### Routed metal per tile

Drawn at 3 px/micron. The die is cut into 24 by 24 equal tiles; dark blue is low, red is high, scaled to the fullest tile. Values are wire area over tile area, all layers added.
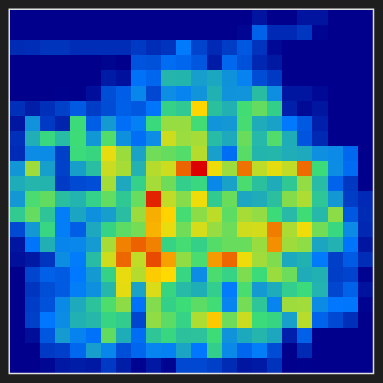
### Pin placement

Drawn at 4 px/micron. Pins as bars across the die edge, other pins in grey.
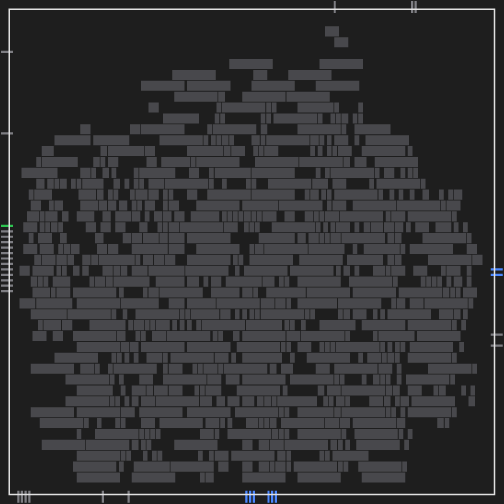
==> src/rtl/sap1_memory.sv <==
// SAP-1 memory unit: 4-bit MAR, 16x8 RAM on the W-bus, and a byte-stream loader port.
// Optional SAP1_MEM_ZERO_FILL_EN: a partial load zero-fills the remaining words before RUN.
module sap1_memory #(
  parameter int ADDR_W = 4,
  parameter int DATA_W = 8,
  parameter int DEPTH  = 16
) (
  input  logic              clk_i,
  input  logic              rstn_i,
  input  logic              mar_loadn_i,
  input  logic              ram_enn_i,
  input  logic [DATA_W-1:0] bus_i,
  output logic [DATA_W-1:0] bus_o,
  output logic              bus_oe_o,
  input  logic              prog_mode_i,
  input  logic              prog_valid_i,
  input  logic [DATA_W-1:0] prog_data_i,
  output logic              prog_ready_o,
  output logic              prog_done_o,
  output logic              run_rstn_o
);

  // state | meaning
  // RUN   | CPU running; MAR/RAM answer the control word
  // PROG  | CPU held in reset; loader bytes accepted into mem[wptr]
  // FULL  | all DEPTH words written; waiting for mode to drop
  // FILL  | (macro only) zeroing mem[wptr..DEPTH-1] after a partial load
`ifdef SAP1_MEM_ZERO_FILL_EN
  typedef enum logic [1:0] {RUN = 2'd0, PROG = 2'd1, FULL = 2'd2, FILL = 2'd3} state_t;
`else
  typedef enum logic [1:0] {RUN = 2'd0, PROG = 2'd1, FULL = 2'd2} state_t;
`endif

  localparam logic [ADDR_W:0] LAST_P  = (ADDR_W+1)'(DEPTH - 1);
  localparam logic [ADDR_W:0] DEPTH_P = (ADDR_W+1)'(DEPTH);

  state_t              state, state_d;
  logic [ADDR_W-1:0]   mar, mar_d;
  logic [ADDR_W:0]     wptr, wptr_d;
  logic                we;
  logic [ADDR_W-1:0]   waddr;
  logic [DATA_W-1:0]   wdata;
  logic [DATA_W-1:0]   mem [DEPTH];
  logic                unused_bus;

  assign unused_bus = ^bus_i[DATA_W-1:ADDR_W];

  always_ff @(posedge clk_i or negedge rstn_i) begin
    if (!rstn_i) begin
      state <= RUN;
      mar   <= '0;
      wptr  <= '0;
    end else begin
      state <= state_d;
      mar   <= mar_d;
      wptr  <= wptr_d;
    end
  end

  always_comb begin
    state_d = state;
    mar_d   = mar;
    wptr_d  = wptr;
    we      = 1'b0;
    waddr   = wptr[ADDR_W-1:0];
    wdata   = prog_data_i;
    case (state)
      RUN: begin
        if (!mar_loadn_i) mar_d = bus_i[ADDR_W-1:0];
        if (prog_mode_i) begin
          state_d = PROG;
          wptr_d  = '0;
        end
      end
      PROG: begin
        if (prog_valid_i) begin
          we     = 1'b1;
          wptr_d = wptr + 1'b1;
        end
        if (!prog_mode_i) begin
          // a byte handshaked on the exit cycle still counts toward wptr
          mar_d = '0;
`ifdef SAP1_MEM_ZERO_FILL_EN
          state_d = (wptr_d < DEPTH_P) ? FILL : RUN;
`else
          state_d = RUN;
`endif
        end else if (prog_valid_i && wptr == LAST_P) begin
          state_d = FULL;
        end
      end
      FULL: begin
        if (!prog_mode_i) begin
          mar_d   = '0;
          state_d = RUN;
        end
      end
`ifdef SAP1_MEM_ZERO_FILL_EN
      FILL: begin
        we     = 1'b1;
        wdata  = '0;
        wptr_d = wptr + 1'b1;
        if (wptr == LAST_P) state_d = RUN;
      end
`endif
      default: state_d = RUN;
    endcase
  end

  always_ff @(posedge clk_i) begin
    if (we) mem[waddr] <= wdata;
  end

  assign prog_ready_o = (state == PROG);
  assign prog_done_o  = (state == FULL);
  assign run_rstn_o   = (state == RUN);
  assign bus_oe_o     = (state == RUN) && !ram_enn_i;
  assign bus_o        = bus_oe_o ? mem[mar] : '0;

endmodule

==> config.mk <==
export PLATFORM = sky130hd
export DESIGN_NAME = sap1_memory
export DESIGN_NICKNAME = d
export VERILOG_FILES = /design/src/rtl/sap1_memory.sv
export SDC_FILE = /design/constraint.sdc
export NUM_CORES = 1
export LEC_CHECK = 0
export ABC_AREA = 1
export CAP_MARGIN = 20
export CELL_PAD_IN_SITES_DETAIL_PLACEMENT = 0
export CELL_PAD_IN_SITES_GLOBAL_PLACEMENT = 1
export CORE_MARGIN = 2
export CORE_UTILIZATION = 45
export CTS_CLUSTER_SIZE = 8
export DETAILED_ROUTE_END_ITERATION = 10
export DONT_BUFFER_PORTS = 1
export PLACE_DENSITY = 0.85
export SLEW_MARGIN = 20
export SYNTH_ARGS = -nofsm -noshare
export SYNTH_HDL_FRONTEND = slang
export SYNTH_SLANG_ARGS = --single-unit
==> constraint.sdc <==
create_clock -name clk_i -period 1.7 [get_ports clk_i]
set_input_delay 0.17 -clock clk_i [delete_from_list [all_inputs] [get_ports clk_i]]
set_output_delay 0.17 -clock clk_i [all_outputs]
set_load 0.01 [all_outputs]
==> impl.org <==
* Flow results

** Place
- Post-Place Worst Slack :: -0.0890 ns
- Note, the detailed placer reported a final HPWL of 8.86 mm.
- After detailed placement, the design holds a cell count of 796.
- Summing all placed instances gives a cell area of 0.00658 sq mm.

** Layout
- Per the layout area report, the sequential fraction of cell area is 50.8%.
- Area added between synthesis and finish :: 31.7%
- Register Area :: 0.00412 sq mm
- Per the layout report, the design carries 82 non-clock buffers.
- Counting flops per register, the top entry is mem.
- According to the finish report, the design has a final net count of 706.
- The library cells used most frequently in the layout, excluding fill and tap cells, are 185 x sky130_fd_sc_hd__nand2_1, 128 x sky130_fd_sc_hd__edfxtp_1, 74 x sky130_fd_sc_hd__inv_1.
- Clock cells make up 7.49% of the layout cell area.
- Most common logic cell in the routed design :: sky130_fd_sc_hd__nand2_1
- Flop count :: 139
- In the final layout, the multi-input gates occupy 0.00193 sq mm.
- Multi-input combinational cells in the finished layout were counted as 353.
- Fin util :: 60.9%
- The layout has 1,020 filler cells.
- Largest contributor to cell area by class :: flip-flops and latches
- Clkbuf count :: 19
- Logic share of the area :: 23.9%
- Ant diodes :: 0
- Inverters :: 82
- Excluding fillers, the count of instances in the completed layout stands at 864.
- Non-clock buffering takes up 11.1% of total cell area after layout.

** Floorplan
- Num ports :: 34
- Well-Tap Cells :: 176
- The floorplan has 42 rows.
- X dimension of the die :: 121 microns
- Core utilization at floorplan :: 46.3%

** Worst setup path
- The worst register-to-register path begins at state[1].
- Critical path launch point :: mar[0]
- For the worst setup path, the data arrival time is 1.89 ns.
- Crit path launch type :: flip-flop
- The worst register-to-register path has a setup slack of 0.06 ns.
- In this run the worst path has a maximum fanout of 8.
- Following the worst setup path forward leads to its endpoint at bus_o[3].
- The OpenROAD report gives the critical path a required time of 1.53 ns.
- The critical path is of the reg -> out type.

** Min path
- STA reports the tightest min-delay check as being of type in -> reg.
- Sink of the worst hold path :: state[1]
- Cell depth of the worst min-delay path :: 4
- Per the hold report, the tightest min-delay path originates at prog_valid_i.

** Final timing
- Setup total negative slack :: -2.70 ns
- After layout, the setup clock skew is reported as 0.00758 ns.
- Timing would allow up to 0.485 GHz.
- The worst path uses 121% of the clock period.
- Setup slack on the critical path of the routed design comes to -0.363 ns.
- Final max-slew violation count :: 0
- Max-slew headroom :: 57.0%
- Number of endpoints failing setup at the final stage :: 8
- Shortest clock period the worst path allows after layout :: 2.06 ns

** Drt
- Router iterations before antenna repair :: 5
- For this block, the via count after detailed routing is 4,626.
- Number of nets still failing antenna checks after routing :: 0
- The wire length recorded after detailed routing is 16.3 mm.
- Summed over all nets, wire length on met2 after detailed routing comes to 7.93 mm.
- The highest layer touched by signal routing is met4.
- Total routed wire length on the met1 layer :: 6.32 mm
- Via-to-Cell Ratio :: 5.35
- DRC Markers :: 0

** GRT
- Met1 global-route usage :: 29.1%
- Antenna violations before repair :: 0
- GR Util All Layers :: 22.5%
- The first global-routing pass estimated 24.1 mm of wire.
- In the global route stage, met3 resource usage came out at 5.92%.
- The via count of the first global-routing pass was 4,493.
- Per the GRT congestion report, total overflow comes to 0.

** Synth
- Synthesized Nets :: 630
- The stat command in Yosys gives a chip area of 0.00615 sq mm.
- After synthesis, the netlist uses 20 different library cells.
- Count of instantiated cells in the yosys netlist :: 599
- In the Yosys report, the sequential cells make up 66.9% of the chip area.
- After synthesis the cells add up to 0.00615 sq mm.
- Synthesis inferred 139 register bits.
- Sorting the Yosys area breakdown by cell type puts at the top sky130_fd_sc_hd__edfxtp_1.
- After synthesis, the most frequently instantiated cells are 209 x sky130_fd_sc_hd__nand2_1, 128 x sky130_fd_sc_hd__edfxtp_1, 88 x sky130_fd_sc_hd__nand3_1.
- In this run, synthesis inferred 128 flip-flops with an integrated enable.
- In the synthesized netlist the async set-or-reset flop fraction comes to 7.91%.
- Syn Area/Cell :: 10.3 sq um
- Yosys attributes the largest share of cell area to sky130_fd_sc_hd__edfxtp_1 62%, sky130_fd_sc_hd__nand2_1 13%, sky130_fd_sc_hd__nand3_1 7.2%, sky130_fd_sc_hd__inv_1 4.8%, sky130_fd_sc_hd__dfrtp_1 4.5%.
- Summed over its instances, the top area cell type makes up 62.5% of the synthesized netlist area.

** Pwr
- Cell internal power was estimated by the tool at 8.23 mW.
- Per report_power, the clock group accounts for 30.4% of the total.
- Gate power share :: 36.9%
- Summed over all sequential cells, the power is 4.07 mW.
- Summed over the clock group, the power is 3.79 mW.
- Per the breakdown, switching nets consume 34.0% of all power.
- The switching component of the power was reported as 4.23 mW.
- The design draws 12.5 mW.

** Job
- Count of warning messages emitted by the tools :: 39
- The report counts max-capacitance violations totalling 0.

** Run status
- The run finished, with violations left.
- Violations in the final reports :: setup timing

** Clocking
- The tree is rooted in a sky130_fd_sc_hd__clkbuf_16.
- Post-CTS setup-driven buffer insertion count :: 2
- Source-to-sink clock delay at the later pin of the worst-skew pair :: 0.41 ns
- Number of sinks handled by clock tree synthesis :: 139
- Resized Gates After CTS :: 30
- Maximum count of clock buffers along a single path :: 2
- TritonCTS built the clock tree.
- CTS buffer count :: 17
## Picture notes: 'Routed metal per tile'
The fullest tile reaches 0.63. The mean over all tiles is 0.19. 22% of the tiles are nearly empty. 22% of the tiles are over half the peak. The densest ninth of the die: centre.

## Picture notes: 'Pin placement'
bus_o: drawn in blue, pins 8, direction output, edge 6 bottom, 2 right. prog_done_o: drawn in green, pins 1, direction output, edge left.

-- logic make-up (layout without fill, tap and decap cells) --
logic type,count (synthesis),in the layout,share of synthesized area [%]
and+or+nand+nor,322,322,21.5
adders and majority gates,9,9,1.83
AOI/OAI and AO/OA,22,22,1.87
buffers and inverters,107,196,7.85
DFF,139,139,66.9
-- critical path, cell delays in order (launching register included) --
cell	delay, ns
sky130_fd_sc_hd__dfrtp_2	0.45
sky130_fd_sc_hd__buf_6	0.16
sky130_fd_sc_hd__buf_16	0.15
sky130_fd_sc_hd__nand2_1	0.07
sky130_fd_sc_hd__nand3_1	0.08
sky130_fd_sc_hd__nand3_1	0.11
sky130_fd_sc_hd__nand3_2	0.11
sky130_fd_sc_hd__a21oi_2	0.20
sky130_fd_sc_hd__buf_4	0.15
Power figures rest on the tool's default switching activity, not on a simulated workload.
